==> run_1/pdn.png <==
Pins as bars on the die edge. Tap cells in gray.
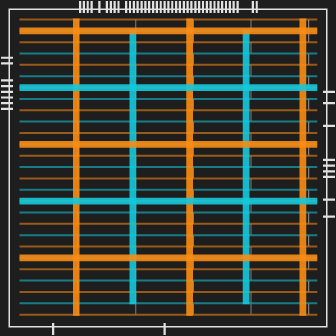
==> run_1/cell_classes.png <==
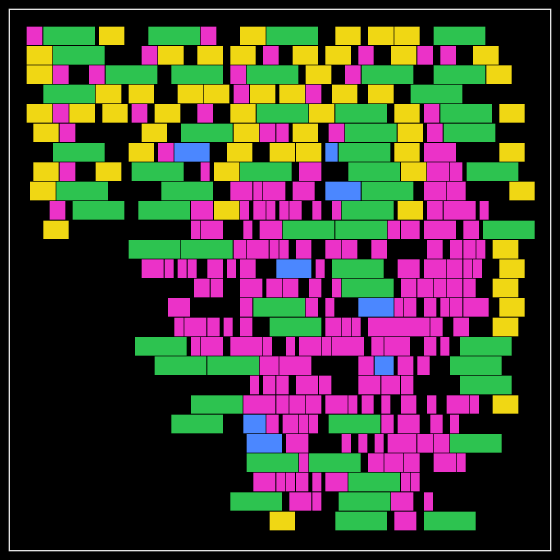
==> run_1/clock_map.png <==
Scale bar: 20 um.
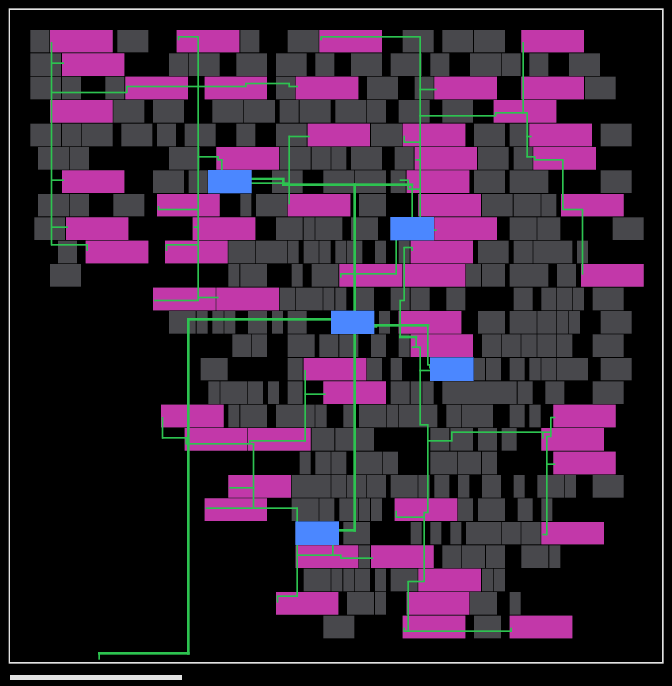
==> run_1/metal_stack.png <==
Scale bar: 20 um.
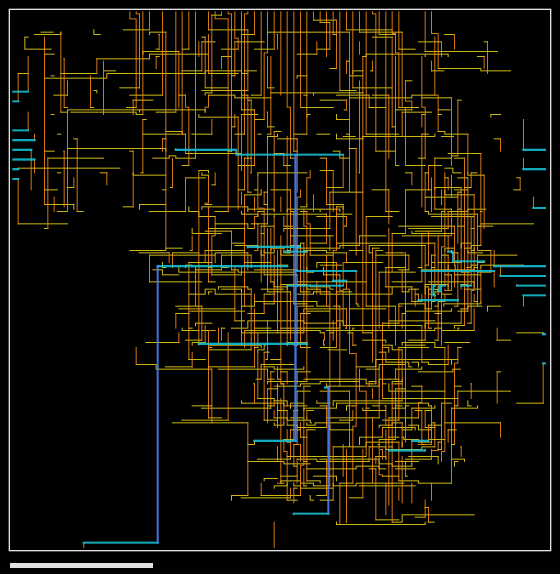
[config.mk]
export PLATFORM = sky130hd
export DESIGN_NAME = stream2rgb_flat
export DESIGN_NICKNAME = d
export VERILOG_FILES = /design/src/rtl/video_timing_pkg.sv /design/src/rtl/stream2rgb_if.sv /design/src/rtl/video_timing_gen.sv /design/src/rtl/stream2rgb.sv /design/src/flat_wrapper.sv
export SDC_FILE = /design/constraint.sdc
export NUM_CORES = 1
export LEC_CHECK = 0
export CORE_MARGIN = 2
export CORE_UTILIZATION = 45
export DETAILED_ROUTE_END_ITERATION = 7
export HOLD_SLACK_MARGIN = 0.06
export MAX_ROUTING_LAYER = met4
export PLACE_DENSITY = 0.87
export RECOVER_POWER = 50
export SLEW_MARGIN = 10
export SYNTH_ARGS = -nofsm -noshare
export SYNTH_HDL_FRONTEND = slang
export SYNTH_SLANG_ARGS = --single-unit
export TNS_END_PERCENT = 1
[constraint.sdc]
create_clock -name aclk -period 5.4 [get_ports aclk]
set_input_delay 0.81 -clock aclk [delete_from_list [all_inputs] [get_ports aclk]]
set_output_delay 0.81 -clock aclk [all_outputs]
set_load 0.03 [all_outputs]
[src/rtl/video_timing_pkg.sv]
// Shared video timing constants, stream lock states and timing decode payload.
package video_timing_pkg;

   localparam int unsigned H_ACTIVE_1080 = 1920;
   localparam int unsigned H_FP_1080     = 88;
   localparam int unsigned H_SYNC_1080   = 44;
   localparam int unsigned H_BP_1080     = 148;
   localparam int unsigned V_ACTIVE_1080 = 1080;
   localparam int unsigned V_FP_1080     = 4;
   localparam int unsigned V_SYNC_1080   = 5;
   localparam int unsigned V_BP_1080     = 36;

   localparam int unsigned CNT_W = 12;
   localparam int unsigned PIX_W = 24;

   typedef enum logic [1:0] {
      WAIT_SOF = 2'd0,
      ARMED    = 2'd1,
      RUN      = 2'd2
   } stream_state_e;

   // Per-cycle decode of the raster position.
   typedef struct packed {
      logic active;
      logic hs;
      logic vs;
   } timing_t;

endpackage

[src/rtl/stream2rgb_if.sv]
// AXI4-Stream video beat bundle (tuser = start of frame, tlast = end of line).
interface stream2rgb_if
   import video_timing_pkg::*;
#(
   parameter int unsigned DATA_W = PIX_W
);
   logic [DATA_W-1:0] tdata;
   logic              tvalid;
   logic              tready;
   logic              tuser;
   logic              tlast;

   modport master (output tdata, output tvalid, output tuser, output tlast, input tready);
   modport slave  (input tdata, input tvalid, input tuser, input tlast, output tready);
endinterface

[src/rtl/video_timing_gen.sv]
// Free-running raster counters with active / sync region decode.
module video_timing_gen
   import video_timing_pkg::*;
#(
   parameter int unsigned H_ACTIVE = H_ACTIVE_1080,
   parameter int unsigned H_FP     = H_FP_1080,
   parameter int unsigned H_SYNC   = H_SYNC_1080,
   parameter int unsigned H_BP     = H_BP_1080,
   parameter int unsigned V_ACTIVE = V_ACTIVE_1080,
   parameter int unsigned V_FP     = V_FP_1080,
   parameter int unsigned V_SYNC   = V_SYNC_1080,
   parameter int unsigned V_BP     = V_BP_1080
) (
   input  logic             clk,
   input  logic             rst_n,
   output logic [CNT_W-1:0] h_cnt,
   output logic [CNT_W-1:0] v_cnt,
   output timing_t          timing_c
);

   localparam int unsigned H_TOTAL  = H_ACTIVE + H_FP + H_SYNC + H_BP;
   localparam int unsigned V_TOTAL  = V_ACTIVE + V_FP + V_SYNC + V_BP;
   localparam int unsigned HS_START = H_ACTIVE + H_FP;
   localparam int unsigned HS_END   = H_ACTIVE + H_FP + H_SYNC;
   localparam int unsigned VS_START = V_ACTIVE + V_FP;
   localparam int unsigned VS_END   = V_ACTIVE + V_FP + V_SYNC;

   logic [CNT_W-1:0] h_cnt_q, h_cnt_d;
   logic [CNT_W-1:0] v_cnt_q, v_cnt_d;

   // Line counter advances only on the horizontal wrap.
   always_comb begin
      h_cnt_d = h_cnt_q + CNT_W'(1);
      v_cnt_d = v_cnt_q;
      if (h_cnt_q == CNT_W'(H_TOTAL - 1)) begin
         h_cnt_d = '0;
         if (v_cnt_q == CNT_W'(V_TOTAL - 1)) begin
            v_cnt_d = '0;
         end else begin
            v_cnt_d = v_cnt_q + CNT_W'(1);
         end
      end
   end

   always_ff @(posedge clk) begin
      if (!rst_n) begin
         h_cnt_q <= '0;
         v_cnt_q <= '0;
      end else begin
         h_cnt_q <= h_cnt_d;
         v_cnt_q <= v_cnt_d;
      end
   end

   always_comb begin
      timing_c        = '0;
      timing_c.active = (h_cnt_q < CNT_W'(H_ACTIVE)) && (v_cnt_q < CNT_W'(V_ACTIVE));
      timing_c.hs     = (h_cnt_q >= CNT_W'(HS_START)) && (h_cnt_q < CNT_W'(HS_END));
      timing_c.vs     = (v_cnt_q >= CNT_W'(VS_START)) && (v_cnt_q < CNT_W'(VS_END));
   end

   assign h_cnt = h_cnt_q;
   assign v_cnt = v_cnt_q;

endmodule

[src/rtl/stream2rgb.sv]
// AXI4-Stream video to parallel RGB: locks the stream to a free-running raster at SOF.
module stream2rgb
   import video_timing_pkg::*;
#(
   parameter int unsigned       H_ACTIVE  = H_ACTIVE_1080,
   parameter int unsigned       H_FP      = H_FP_1080,
   parameter int unsigned       H_SYNC    = H_SYNC_1080,
   parameter int unsigned       H_BP      = H_BP_1080,
   parameter int unsigned       V_ACTIVE  = V_ACTIVE_1080,
   parameter int unsigned       V_FP      = V_FP_1080,
   parameter int unsigned       V_SYNC    = V_SYNC_1080,
   parameter int unsigned       V_BP      = V_BP_1080,
   parameter int unsigned       DATA_W    = PIX_W,
   parameter logic [DATA_W-1:0] BLANK_PIX = '0
) (
   input  logic              aclk,
   input  logic              areset_n,
   stream2rgb_if.slave       axis_s,
   output logic [DATA_W-1:0] rgb_data,
   output logic              rgb_HREF,
   output logic              rgb_HSYNC,
   output logic              rgb_VSYNC,
   output logic              locked,
   output logic              underflow,
   output logic              eol_err
);

   logic [CNT_W-1:0] h_cnt;
   logic [CNT_W-1:0] v_cnt;
   timing_t          timing_c;

   video_timing_gen #(
      .H_ACTIVE (H_ACTIVE),
      .H_FP     (H_FP),
      .H_SYNC   (H_SYNC),
      .H_BP     (H_BP),
      .V_ACTIVE (V_ACTIVE),
      .V_FP     (V_FP),
      .V_SYNC   (V_SYNC),
      .V_BP     (V_BP)
   ) u_timing (
      .clk      (aclk),
      .rst_n    (areset_n),
      .h_cnt    (h_cnt),
      .v_cnt    (v_cnt),
      .timing_c (timing_c)
   );

   stream_state_e     state_q, state_d;
   logic [DATA_W-1:0] rgb_data_q, rgb_data_d;
   logic              href_q, href_d;
   logic              hsync_q, hsync_d;
   logic              vsync_q, vsync_d;
   logic              locked_q, locked_d;
   logic              underflow_q, underflow_d;
   logic              eol_err_q, eol_err_d;
   logic              tready_c;
   logic              frame_start_c;
   logic              line_end_c;

   assign frame_start_c = (h_cnt == '0) && (v_cnt == '0);
   assign line_end_c    = (h_cnt == CNT_W'(H_ACTIVE - 1));

   // ARMED joins RUN in the frame-start cycle itself so the SOF beat lands on pixel (0,0).
   always_comb begin
      state_d     = state_q;
      tready_c    = 1'b0;
      rgb_data_d  = BLANK_PIX;
      underflow_d = 1'b0;
      eol_err_d   = 1'b0;
      href_d      = timing_c.active;
      hsync_d     = timing_c.hs;
      vsync_d     = timing_c.vs;

      unique case (state_q)
         WAIT_SOF: begin
            tready_c = axis_s.tvalid & ~axis_s.tuser;
            if (axis_s.tvalid && axis_s.tuser) begin
               state_d = ARMED;
            end
         end
         ARMED, RUN: begin
            if ((state_q == RUN) || frame_start_c) begin
               state_d = RUN;
               if (timing_c.active) begin
                  if (axis_s.tvalid && axis_s.tuser && !frame_start_c) begin
                     // Early SOF: hold the beat and re-align at the next frame start.
                     state_d = ARMED;
                  end else if (axis_s.tvalid) begin
                     tready_c   = 1'b1;
                     rgb_data_d = axis_s.tdata;
                     eol_err_d  = (axis_s.tlast != line_end_c);
                  end else begin
                     underflow_d = 1'b1;
                     state_d     = WAIT_SOF;
                  end
               end
            end
         end
         default: state_d = WAIT_SOF;
      endcase

      locked_d = (state_d == RUN);
   end

   always_ff @(posedge aclk) begin
      if (!areset_n) begin
         state_q     <= WAIT_SOF;
         rgb_data_q  <= '0;
         href_q      <= 1'b0;
         hsync_q     <= 1'b0;
         vsync_q     <= 1'b0;
         locked_q    <= 1'b0;
         underflow_q <= 1'b0;
         eol_err_q   <= 1'b0;
      end else begin
         state_q     <= state_d;
         rgb_data_q  <= rgb_data_d;
         href_q      <= href_d;
         hsync_q     <= hsync_d;
         vsync_q     <= vsync_d;
         locked_q    <= locked_d;
         underflow_q <= underflow_d;
         eol_err_q   <= eol_err_d;
      end
   end

   // No beat is accepted while reset is held.
   assign axis_s.tready = areset_n & tready_c;

   assign rgb_data  = rgb_data_q;
   assign rgb_HREF  = href_q;
   assign rgb_HSYNC = hsync_q;
   assign rgb_VSYNC = vsync_q;
   assign locked    = locked_q;
   assign underflow = underflow_q;
   assign eol_err   = eol_err_q;

endmodule

[src/flat_wrapper.sv]
// flat-port wrapper written by rule: the top's interface ports become plain ports
module stream2rgb_flat import video_timing_pkg::*;
#(
   parameter int unsigned       H_ACTIVE  = H_ACTIVE_1080,
   parameter int unsigned       H_FP      = H_FP_1080,
   parameter int unsigned       H_SYNC    = H_SYNC_1080,
   parameter int unsigned       H_BP      = H_BP_1080,
   parameter int unsigned       V_ACTIVE  = V_ACTIVE_1080,
   parameter int unsigned       V_FP      = V_FP_1080,
   parameter int unsigned       V_SYNC    = V_SYNC_1080,
   parameter int unsigned       V_BP      = V_BP_1080,
   parameter int unsigned       DATA_W    = PIX_W,
   parameter logic [DATA_W-1:0] BLANK_PIX = '0
)
  (aclk, areset_n, rgb_data, rgb_HREF, rgb_HSYNC, rgb_VSYNC, locked, underflow, eol_err, axis_s_tdata, axis_s_tvalid, axis_s_tuser, axis_s_tlast, axis_s_tready);
  stream2rgb_if #(.DATA_W(DATA_W)) axis_s_i ();
  input  logic aclk;
  input  logic areset_n;
  output logic [DATA_W-1:0] rgb_data;
  output logic rgb_HREF;
  output logic rgb_HSYNC;
  output logic rgb_VSYNC;
  output logic locked;
  output logic underflow;
  output logic eol_err;
  input wire logic [$bits(axis_s_i.tdata)-1:0] axis_s_tdata;
  input wire logic [$bits(axis_s_i.tvalid)-1:0] axis_s_tvalid;
  input wire logic [$bits(axis_s_i.tuser)-1:0] axis_s_tuser;
  input wire logic [$bits(axis_s_i.tlast)-1:0] axis_s_tlast;
  output wire logic [$bits(axis_s_i.tready)-1:0] axis_s_tready;
  assign axis_s_i.tdata = axis_s_tdata;
  assign axis_s_i.tvalid = axis_s_tvalid;
  assign axis_s_i.tuser = axis_s_tuser;
  assign axis_s_i.tlast = axis_s_tlast;
  assign axis_s_tready = axis_s_i.tready;
  stream2rgb #(.H_ACTIVE(H_ACTIVE), .H_FP(H_FP), .H_SYNC(H_SYNC), .H_BP(H_BP), .V_ACTIVE(V_ACTIVE), .V_FP(V_FP), .V_SYNC(V_SYNC), .V_BP(V_BP), .DATA_W(DATA_W), .BLANK_PIX(BLANK_PIX)) u_core (.aclk(aclk), .areset_n(areset_n), .axis_s(axis_s_i), .rgb_data(rgb_data), .rgb_HREF(rgb_HREF), .rgb_HSYNC(rgb_HSYNC), .rgb_VSYNC(rgb_VSYNC), .locked(locked), .underflow(underflow), .eol_err(eol_err));
endmodule
==> results.cfg, run 1 <==
; synthesis and place-and-route metrics
[final_layout]
drive_above_1_share_pct = 4.23
diodes = 0

[power]
cellLeakagePower_uw = 0.00121
ir_drop_uv = 136
power.share.switching_pct = 24.3
p_switching_uw = 176

[critical_path]
reg2reg_to = u_core.eol_err
path_class = register to output pin
crit_path_max_fanout = 4
rr_worst_depth = 7
required_ns = 4.59
critPathLaunchType = register
rrSetupSlack_ns = 2.35

[placement]
io_buffers = 59
place_ws_ns = 2.12

[status]
status = finished clean

[global_routing]
grt_overflow = 0
grt_max_degree = 26

[flow_run]
cap_violations = 0
warnings = 30

[yosys]
floorplan.nets = 284
syn-instance-count = 248
avgSynthCellArea_um2 = 9.33
largest_area_cell = dfxtp_1
common_cells = dfxtp_1 (56), nor2_1 (32), and2_1 (27)
top_area_share_pct = 48.5
ys_async_sr_fraction_pct = 0
top_cell = dfxtp_1

[final_timing]
worstMarginPinSlew_ns = 0.956
min_period_over_period_pct = 72.0
min_period_ns = 3.89
setup_viol = 0
maxSlewHeadroom_pct = 36.0
layout_setup_ws_ns = 1.51

[worst_hold_path]
holdPathEnd = u_core.u_timing.h_cnt[0]

[clock_network]
cts-root-buf = clkbuf_8
htreeDepth = 2
cts_buffers = 5

[die]
die_x_um = 75.7
die_y_um = 75.7
initCoreUtil_pct = 45.9

[detailed_routing]
postRouteAntennaNets = 0
About pdn.png:
legend:
  cyan:
    net: VDD
  orange:
    net: VSS
met5 straps: 5
rows: 26
met1 rails: 27
tap cells: 70
signal pins: 60

About cell_classes.png:
legend:
  magenta:
    class: all other logic
    cells: 184
    share_of_their_area: 39%
  blue:
    class: clock drivers and dummy loads
    cells: 8
    share_of_their_area: 3.1%
  yellow:
    class: other buffers and delay cells
    cells: 59
    share_of_their_area: 20%
  green:
    class: flip-flops
    cells: 56
    share_of_their_area: 38%

About clock_map.png:
legend:
  magenta:
    item: flip-flops
    count: 56
  green:
    item: clock wires
    length: 588 um
  blue:
    item: cells driving clock nets
    count: 5
flops lie: all over the die

About metal_stack.png:
legend:
  yellow:
    layer: met1
    wire_length: 2,010 um
  cyan:
    layer: met3
    wire_length: 185 um
  blue:
    layer: met4
    wire_length: 96.6 um
  orange:
    layer: met2
    wire_length: 2,610 um
Tot GR Track Use: 18.5%
wire per inst: 13.0 um
routed vias: 1,874
routed wire length: 4900 um

==> run 1: registers in the layout, indices dropped and copies added (netlist names) <==
name / cells
u_core.rgb_HSYNC: 1
u_core.locked: 1
u_core.state_q: 2
u_core.u_timing.h_cnt: 12
u_core.rgb_VSYNC: 1
u_core.rgb_HREF: 1
u_core.underflow: 1
u_core.rgb_data: 24
u_core.eol_err: 1
u_core.u_timing.v_cnt: 12
==> run 1: cell usage in the layout, fill, tap and decap left out, types with 8 or more instances in the layout <==
| cell | netlist | routed |
|---|---|---|
| xor2_1 | 8 | 8 |
| nor2_1 | 32 | 32 |
| and2_1 | 27 | 26 |
| nand3_1 | 13 | 13 |
| dlygate4sd3_1 | 0 | 25 |
| inv_1 | 14 | 14 |
| xnor2_1 | 13 | 13 |
| dfxtp_1 | 56 | 56 |
| nor3_1 | 8 | 8 |
| clkdlybuf4s50_1 | 0 | 34 |
==> run 1: how the worst max path moves through the flow <==
stage	start	endpoint	slack, ns	depth (start not counted)
after floorplan	u_core.u_timing.v_cnt[0]	axis_s_tready	2.70	7
final	u_core.u_timing.v_cnt[0]	axis_s_tready	1.51	8
after detailed placement	u_core.u_timing.v_cnt[0]	axis_s_tready	2.12	8
after global routing	u_core.u_timing.v_cnt[0]	axis_s_tready	1.27	8
after global placement	u_core.u_timing.v_cnt[0]	axis_s_tready	2.16	8
after CTS	u_core.u_timing.v_cnt[0]	axis_s_tready	1.78	8
==> run 1: cell type report <==
cell class / count / area (um2)
Fill cell: 439 / 2020
Sequential cell: 56 / 1120
Multi-Input combinational cell: 170 / 1080
Timing Repair Buffer: 59 / 591
Tap cell: 70 / 87.6
Clock buffer: 5 / 68.8
Inverter: 14 / 52.6
Clock inverter: 3 / 21.3
==> run 1: layer usage <==
layer | track usage [%] | part of all wire (%) | wire length, um | vias up
met4 | 7.60 | 2.0 | 96 | 0
met3 | 4.37 | 3.8 | 184 | 7
met2 | 30.4 | 53 | 2610 | 52
met5 | - | 0 | 0 | -
li1 | - | - | - | 948
met1 | 21.9 | 41 | 2010 | 867
==> run 1: through the flow <==
stage,std cells,cell area [um2]
3_5_place_dp,369,2950
3_3_place_gp,369,2950
4_1_cts,377,3040
6_report,377,3020
5_1_grt,377,3020
2_1_floorplan,248,2310
==> run 1: power by group through the flow <==
| stage | Combinational (uW) | Sequential [uW] | Clock [uW] |
|---|---|---|---|
| global route | 81.8 | 425 | 254 |
| finish | 74.9 | 424 | 228 |
| floorplan | 34.5 | 440 | 0 |
| CTS | 77.2 | 424 | 235 |
| global placement | 75.0 | 433 | 0 |
| detailed placement | 76.7 | 434 | 0 |
==> run 1: critical path, stage by stage, from the launching register on <==
cell and delay, ns:
dfxtp_1 0.34, inv_1 0.10, ha_1 0.14, or3b_2 0.49, nor4_1 0.60, nand4_1 0.17, o21ai_0 0.10, and4b_1 0.19
clkdlybuf4s50_1 0.66
==> run 1: cells by family after synthesis <==
logic type                 synth area share, %
AOI/OAI and AO/OA                         5.57
xor gates and xnor gates                  7.95
adders and majority gates                 3.79
buffers and inverters                     4.22
DFF                                       48.5
and+or+nand+nor                           30.0
==> run_1/final_congestion.png <==
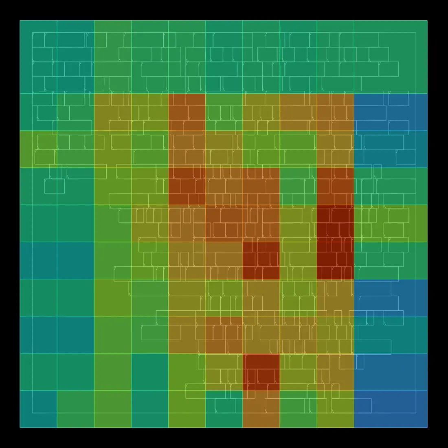

==> inputs of run 2 (changes only) <==
--- a/config.mk
+++ b/config.mk
@@ -6,7 +6,7 @@
 export NUM_CORES = 1
 export LEC_CHECK = 0
 export CORE_MARGIN = 2
-export CORE_UTILIZATION = 45
+export CORE_UTILIZATION = 43
 export DETAILED_ROUTE_END_ITERATION = 7
 export HOLD_SLACK_MARGIN = 0.06
 export MAX_ROUTING_LAYER = met4
==> constraint.sdc (replaced) <==
create_clock -name aclk -period 3.3 [get_ports aclk]
set_input_delay 0.495 -clock aclk [delete_from_list [all_inputs] [get_ports aclk]]
set_output_delay 0.495 -clock aclk [all_outputs]
set_load 0.03 [all_outputs]
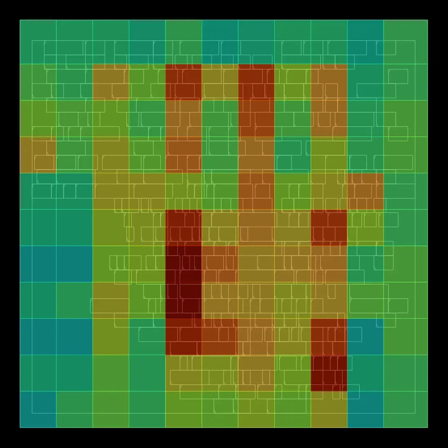
(run_2/final_congestion.png)
wire per inst: 12.9 um
GR Util met3: 3.37%
met1 Use GR: 20.0%

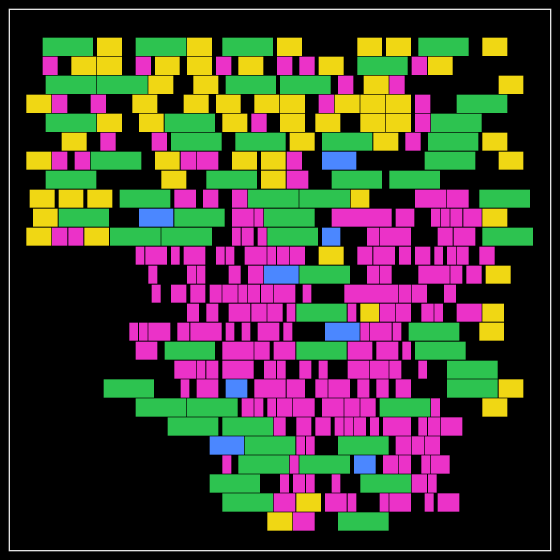
(run_2/cell_classes.png)
legend:
  green:
    class: flip-flops
    cells: 56
    share_of_their_area: 38%
  yellow:
    class: other buffers and delay cells
    cells: 61
    share_of_their_area: 20%
  blue:
    class: clock drivers and dummy loads
    cells: 8
    share_of_their_area: 3.2%
  magenta:
    class: all other logic
    cells: 184
    share_of_their_area: 39%
sequential portion of the cell area: 36.7%
design area: 3050 um2

==> results.cfg, run 2 <==
; synthesis and place-and-route metrics
[critical_path]
path_class = register to output pin
critPathLaunchType = register
crit_path_max_fanout = 4
required_ns = 2.80
setup.worst_path.end_class = output pin

[yosys]
ys_async_sr_fraction_pct = 0
top_cell = dfxtp_1
avgSynthCellArea_um2 = 9.33
ys_types = 39
synth-edff-count = 0
floorplan.nets = 284
largest_area_cell = dfxtp_1
common_cells = dfxtp_1 (56), nor2_1 (32), and2_1 (27)
top_area_share_pct = 48.5
syn-instance-count = 248
topCellsByArea = dfxtp_1 (48%), and2_1 (7.3%), nor2_1 (5.2%), xnor2_1 (4.9%), ha_1 (3.8%)

[clock_network]
holdBufCountCts = 0
htreeDepth = 2
cts_buffers = 5
cts-root-buf = clkbuf_8
worst_setup_hold_path_clk_slew_ns = 0.10

[final_layout]
largest_reg_flops = 24
layout_top_cell = dfxtp_1
drive_above_1_share_pct = 5.18
layout.cells.most_common_list = dfxtp_1 (56), nor2_1 (32), dlygate4sd3_1 (31)
diodes = 0
fin_cells = 379

[final_timing]
maxSlewHeadroom_pct = 48.3
slew_violations = 0
worstMarginPinSlew_ns = 0.775
min_period_over_period_pct = 92.2
setup_viol = 0
min_period_ns = 3.04

[placement]
placed_cells = 371
io_buffers = 59

[die]
initCoreUtil_pct = 45.0
io_pins = 60

[flow_run]
warnings = 30
cap_violations = 0

[status]
status = finished clean

[global_routing]
grt_overflow = 0
grt_pass1_vias = 1952
grt_max_degree = 26
grt_use_total_pct = 18.5

[power]
cellLeakagePower_uw = 0.00125
ir_drop_uv = 333

[detailed_routing]
vias = 1876
postRouteAntennaNets = 0
via_per_inst = 4.95
wirelength_um = 4900
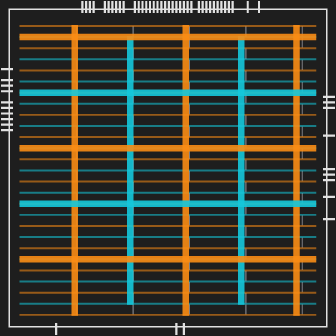
(run_2/pdn.png)
Pins as bars on the die edge. Tap cells in gray.
legend:
  cyan:
    net: VDD
  orange:
    net: VSS
met4 straps: 5
met1 rails: 27
met5 straps: 5
rows: 26
chip height: 77.4 um
core area: 5140 um2
Die X: 77.4 um

==> run 2: path summary, 6_finish.rpt <==
check                                         startpoint                  endpoint  slack, ns  cells after the start
worst max-delay path            u_core.u_timing.v_cnt[0]             axis_s_tready       0.26                      8
worst min-delay path            u_core.u_timing.h_cnt[0]  u_core.u_timing.h_cnt[0]       0.48                      1
worst min register to register  u_core.u_timing.h_cnt[0]  u_core.u_timing.h_cnt[0]       0.48                      1
worst max register to register  u_core.u_timing.v_cnt[0]       u_core.rgb_data[20]       0.97                      8
==> run 2: logic make-up (layout without fill, tap and decap cells) <==
kind of cell             after synthesis  after routing  synth area share (%)
AND-OR/OR-AND                         21             21                  5.57
XOR/XNOR                              21             21                  7.95
adder cells (fa/ha/maj)                7              7                  3.79
buffers and inverters                 22             83                  4.22
flip-flops                            56             56                  48.5
AND/OR/NAND/NOR                      121            121                  30.0
==> run 2: cell type report <==
| cell class | instances | area [um2] |
|---|---|---|
| inverters | 14 | 52.6 |
| clock buffers | 5 | 68.8 |
| multi-input cells | 170 | 1090 |
| fillers | 463 | 2090 |
| well taps | 70 | 87.6 |
| clock inverters | 3 | 25.0 |
| repair buffers | 61 | 604 |
| flip-flops and latches | 56 | 1120 |
==> run 2: report_power, final <==
part	switching, uW	leakage, uW	internal, uW
combinational	61.0	0.000751	64.1
sequential	6.78	0.000452	687
clock	235	0.0000452	155
==> run 2: routing by layer <==
metal / wire length (um) / part of all wire (%) / track usage (%)
met3: 182 / 3.7 / 3.37
met5: 0 / 0 / -
met2: 2560 / 52 / 33.1
met1: 2090 / 43 / 20.0
met4: 65 / 1.3 / 7.86
==> run 2: worst max-delay path, cell delays in order, from the launching register on <==
cell,delay [ns]
dfxtp_1,0.34
inv_1,0.09
ha_1,0.14
or3b_2,0.50
nor4_4,0.35
nand4_1,0.14
o21ai_0,0.10
and4b_1,0.19
dlygate4sd2_1,0.39
==> run 2: repair_timing <==
action	4_1_cts	5_1_grt
hold endpoints to repair	0	0
endpoints found under the setup margin	1	0
gates resized	1	0
==> run 2: stage by stage <==
step	hold slack (ns)	area [um2]	total power (uW)	setup WS, ns	util (%)
after global placement	0.443	2960	836	0.369	57.6
final	0.483	3050	1210	0.256	59.4
after floorplan	0.430	2310	777	0.912	-
after detailed placement	0.463	2960	837	0.326	57.6
after CTS	0.484	3050	1220	0.260	59.4
after global routing	0.516	3050	1260	0.0786	59.4
==> inputs of run 3 (changes only) <==
--- a/config.mk
+++ b/config.mk
@@ -5,6 +5,7 @@
 export SDC_FILE = /design/constraint.sdc
 export NUM_CORES = 1
 export LEC_CHECK = 0
+export CAP_MARGIN = 5
 export CORE_MARGIN = 2
 export CORE_UTILIZATION = 43
 export DETAILED_ROUTE_END_ITERATION = 7
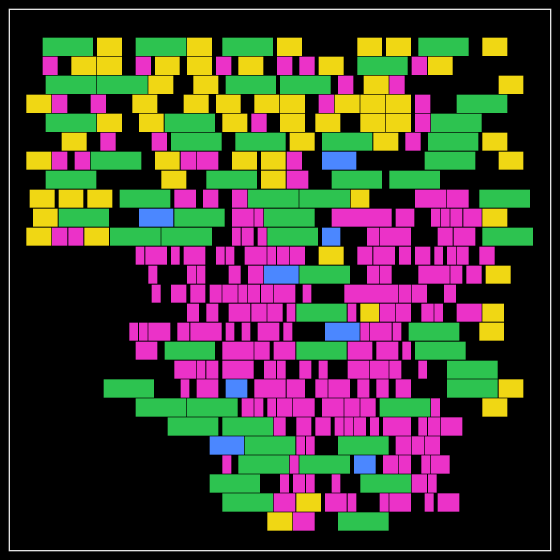
(run_3/cell_classes.png)
legend:
  green:
    class: flip-flops
    cells: 56
    share_of_their_area: 38%
  yellow:
    class: other buffers and delay cells
    cells: 61
    share_of_their_area: 20%
  magenta:
    class: all other logic
    cells: 184
    share_of_their_area: 39%
  blue:
    class: clock drivers and dummy loads
    cells: 8
    share_of_their_area: 3.2%

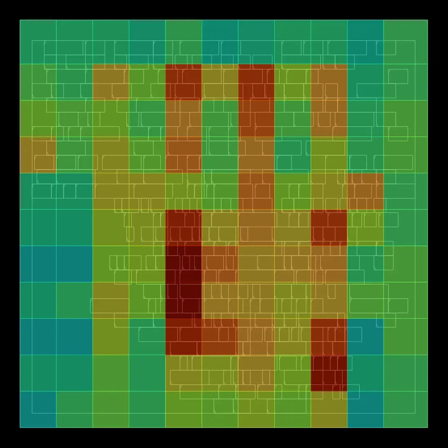
(run_3/final_congestion.png)
Tot GR Track Use: 18.5%
busiest grt layer: met2
GRT met2 Usage: 33.1%

==> results.cfg, run 3 <==
; synthesis and place-and-route metrics
[status]
status = finished clean

[yosys]
top_area_share_pct = 48.5
ys_async_sr_fraction_pct = 0
synth-edff-count = 0
largest_area_cell = dfxtp_1
top_cell = dfxtp_1
common_cells = dfxtp_1 (56), nor2_1 (32), and2_1 (27)
ys_types = 39

[clock_network]
htreeDepth = 2
cts-root-buf = clkbuf_8
cts_buffers = 5
worst_setup_hold_path_clk_slew_ns = 0.10

[final_layout]
largest_reg_flops = 24
diodes = 0
fin_util_pct = 59.4
layout.cells.most_common_list = dfxtp_1 (56), nor2_1 (32), dlygate4sd3_1 (31)

[power]
internal_power_uw = 906
ir_drop_uv = 333
power_uw = 1210
power.share.switching_pct = 25.0
p_switching_uw = 303
comb_power_share_pct = 10.4
cellLeakagePower_uw = 0.00125

[global_routing]
grt_max_degree = 26
grt_overflow = 0
grt_pass1_vias = 1952

[detailed_routing]
routedWlPerCell_um = 12.9
vias = 1876
via_per_inst = 4.95

[final_timing]
slew_violations = 0
min_period_over_period_pct = 92.2
layout_setup_ws_ns = 0.256
min_period_ns = 3.04
maxSlewHeadroom_pct = 48.3

[critical_path]
required_ns = 2.80
rr_startpoint = u_core.u_timing.v_cnt[0]
setup.worst_path.end_class = output pin
crit_path_start = u_core.u_timing.v_cnt[0]
crit_path_max_fanout = 4
rr_worst_depth = 8
endpoint = axis_s_tready
critPathLaunchType = register

[die]
initCoreUtil_pct = 45.0
die_y_um = 77.4
coreArea_um2 = 5140
io_pins = 60

[flow_run]
warnings = 30
cap_violations = 0

[placement]
post_dp_cell_area_um2 = 2960
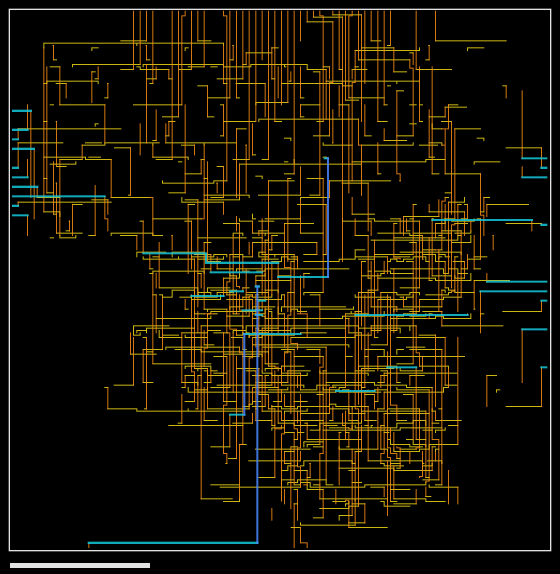
(run_3/metal_stack.png)
Scale bar: 20 um.
legend:
  cyan:
    layer: met3
    wire_length: 182 um
  blue:
    layer: met4
    wire_length: 65.3 um
  orange:
    layer: met2
    wire_length: 2,560 um
  yellow:
    layer: met1
    wire_length: 2,090 um

[run 3: cell counts after synthesis]
No cell type changed its count.
[run 3: cells by family after synthesis]
family          count (synthesis)  share of synthesized area [%]
compound gates                 21                           5.57
xor+xnor                       21                           7.95
fa+ha+maj                       7                           3.79
buf+inv                        22                           4.22
flops                          56                           48.5
simple gates                  121                           30.0
[run 3: worst min-delay path by stage]
stage                                         from                        to  slack, ns  cells after the start
final                     u_core.u_timing.h_cnt[0]  u_core.u_timing.h_cnt[0]       0.48                      1
after global routing      u_core.u_timing.h_cnt[0]  u_core.u_timing.h_cnt[0]       0.52                      1
after CTS                 u_core.u_timing.h_cnt[0]  u_core.u_timing.h_cnt[0]       0.48                      1
after detailed placement  u_core.u_timing.h_cnt[0]  u_core.u_timing.h_cnt[0]       0.46                      1
after global placement    u_core.u_timing.h_cnt[0]  u_core.u_timing.h_cnt[0]       0.44                      1
after floorplan           u_core.u_timing.h_cnt[0]  u_core.u_timing.h_cnt[0]       0.43                      1
[run 3: final cells by class]
type                       count  area [um2]
fill                         463        2090
sequential                    56        1120
multi-input combinational    170        1090
timing repair buffer          61         604
tap                           70        87.6
clock buffer                   5        68.8
inverter                      14        52.6
clock inverter                 3        25.0
[run 3: layer usage]
metal | vias up | part of all wire, % | track usage, %
met1 | 860 | 43 | 20.0
li1 | 962 | - | -
met3 | 6 | 3.7 | 3.37
met4 | 0 | 1.3 | 7.86
met2 | 48 | 52 | 33.1
met5 | - | 0 | -
[run 3: power groups by stage]
stage / registers [uW] / clock network (uW) / logic, uW
floorplan: 720 / 0 / 56.5
global placement: 709 / 0 / 127
detailed placement: 709 / 0 / 128
CTS: 694 / 400 / 128
global route: 695 / 429 / 137
finish: 693 / 390 / 125
[run 3: repair_timing]
item / in CTS / in global routing
hold endpoints to repair: 0 / 0
hold buffers: 0 / 0
endpoints found under the setup margin: 1 / 0
resized: 1 / 0
[run 3: metrics by stage]
stage,hold slack [ns],cells
after global placement,0.443,371
after detailed placement,0.463,371
after global routing,0.516,379
after floorplan,0.430,248
final,0.483,379
after CTS,0.484,379
[run 3: worst max-delay path, cell delays in order (launching register included)]
cell and delay [ns]:
dfxtp_1 0.34, inv_1 0.09, ha_1 0.14, or3b_2 0.50, nor4_4 0.35, nand4_1 0.14, o21ai_0 0.10, and4b_1 0.19
dlygate4sd2_1 0.39
Power figures rest on the tool's default switching activity, not on a simulated workload.
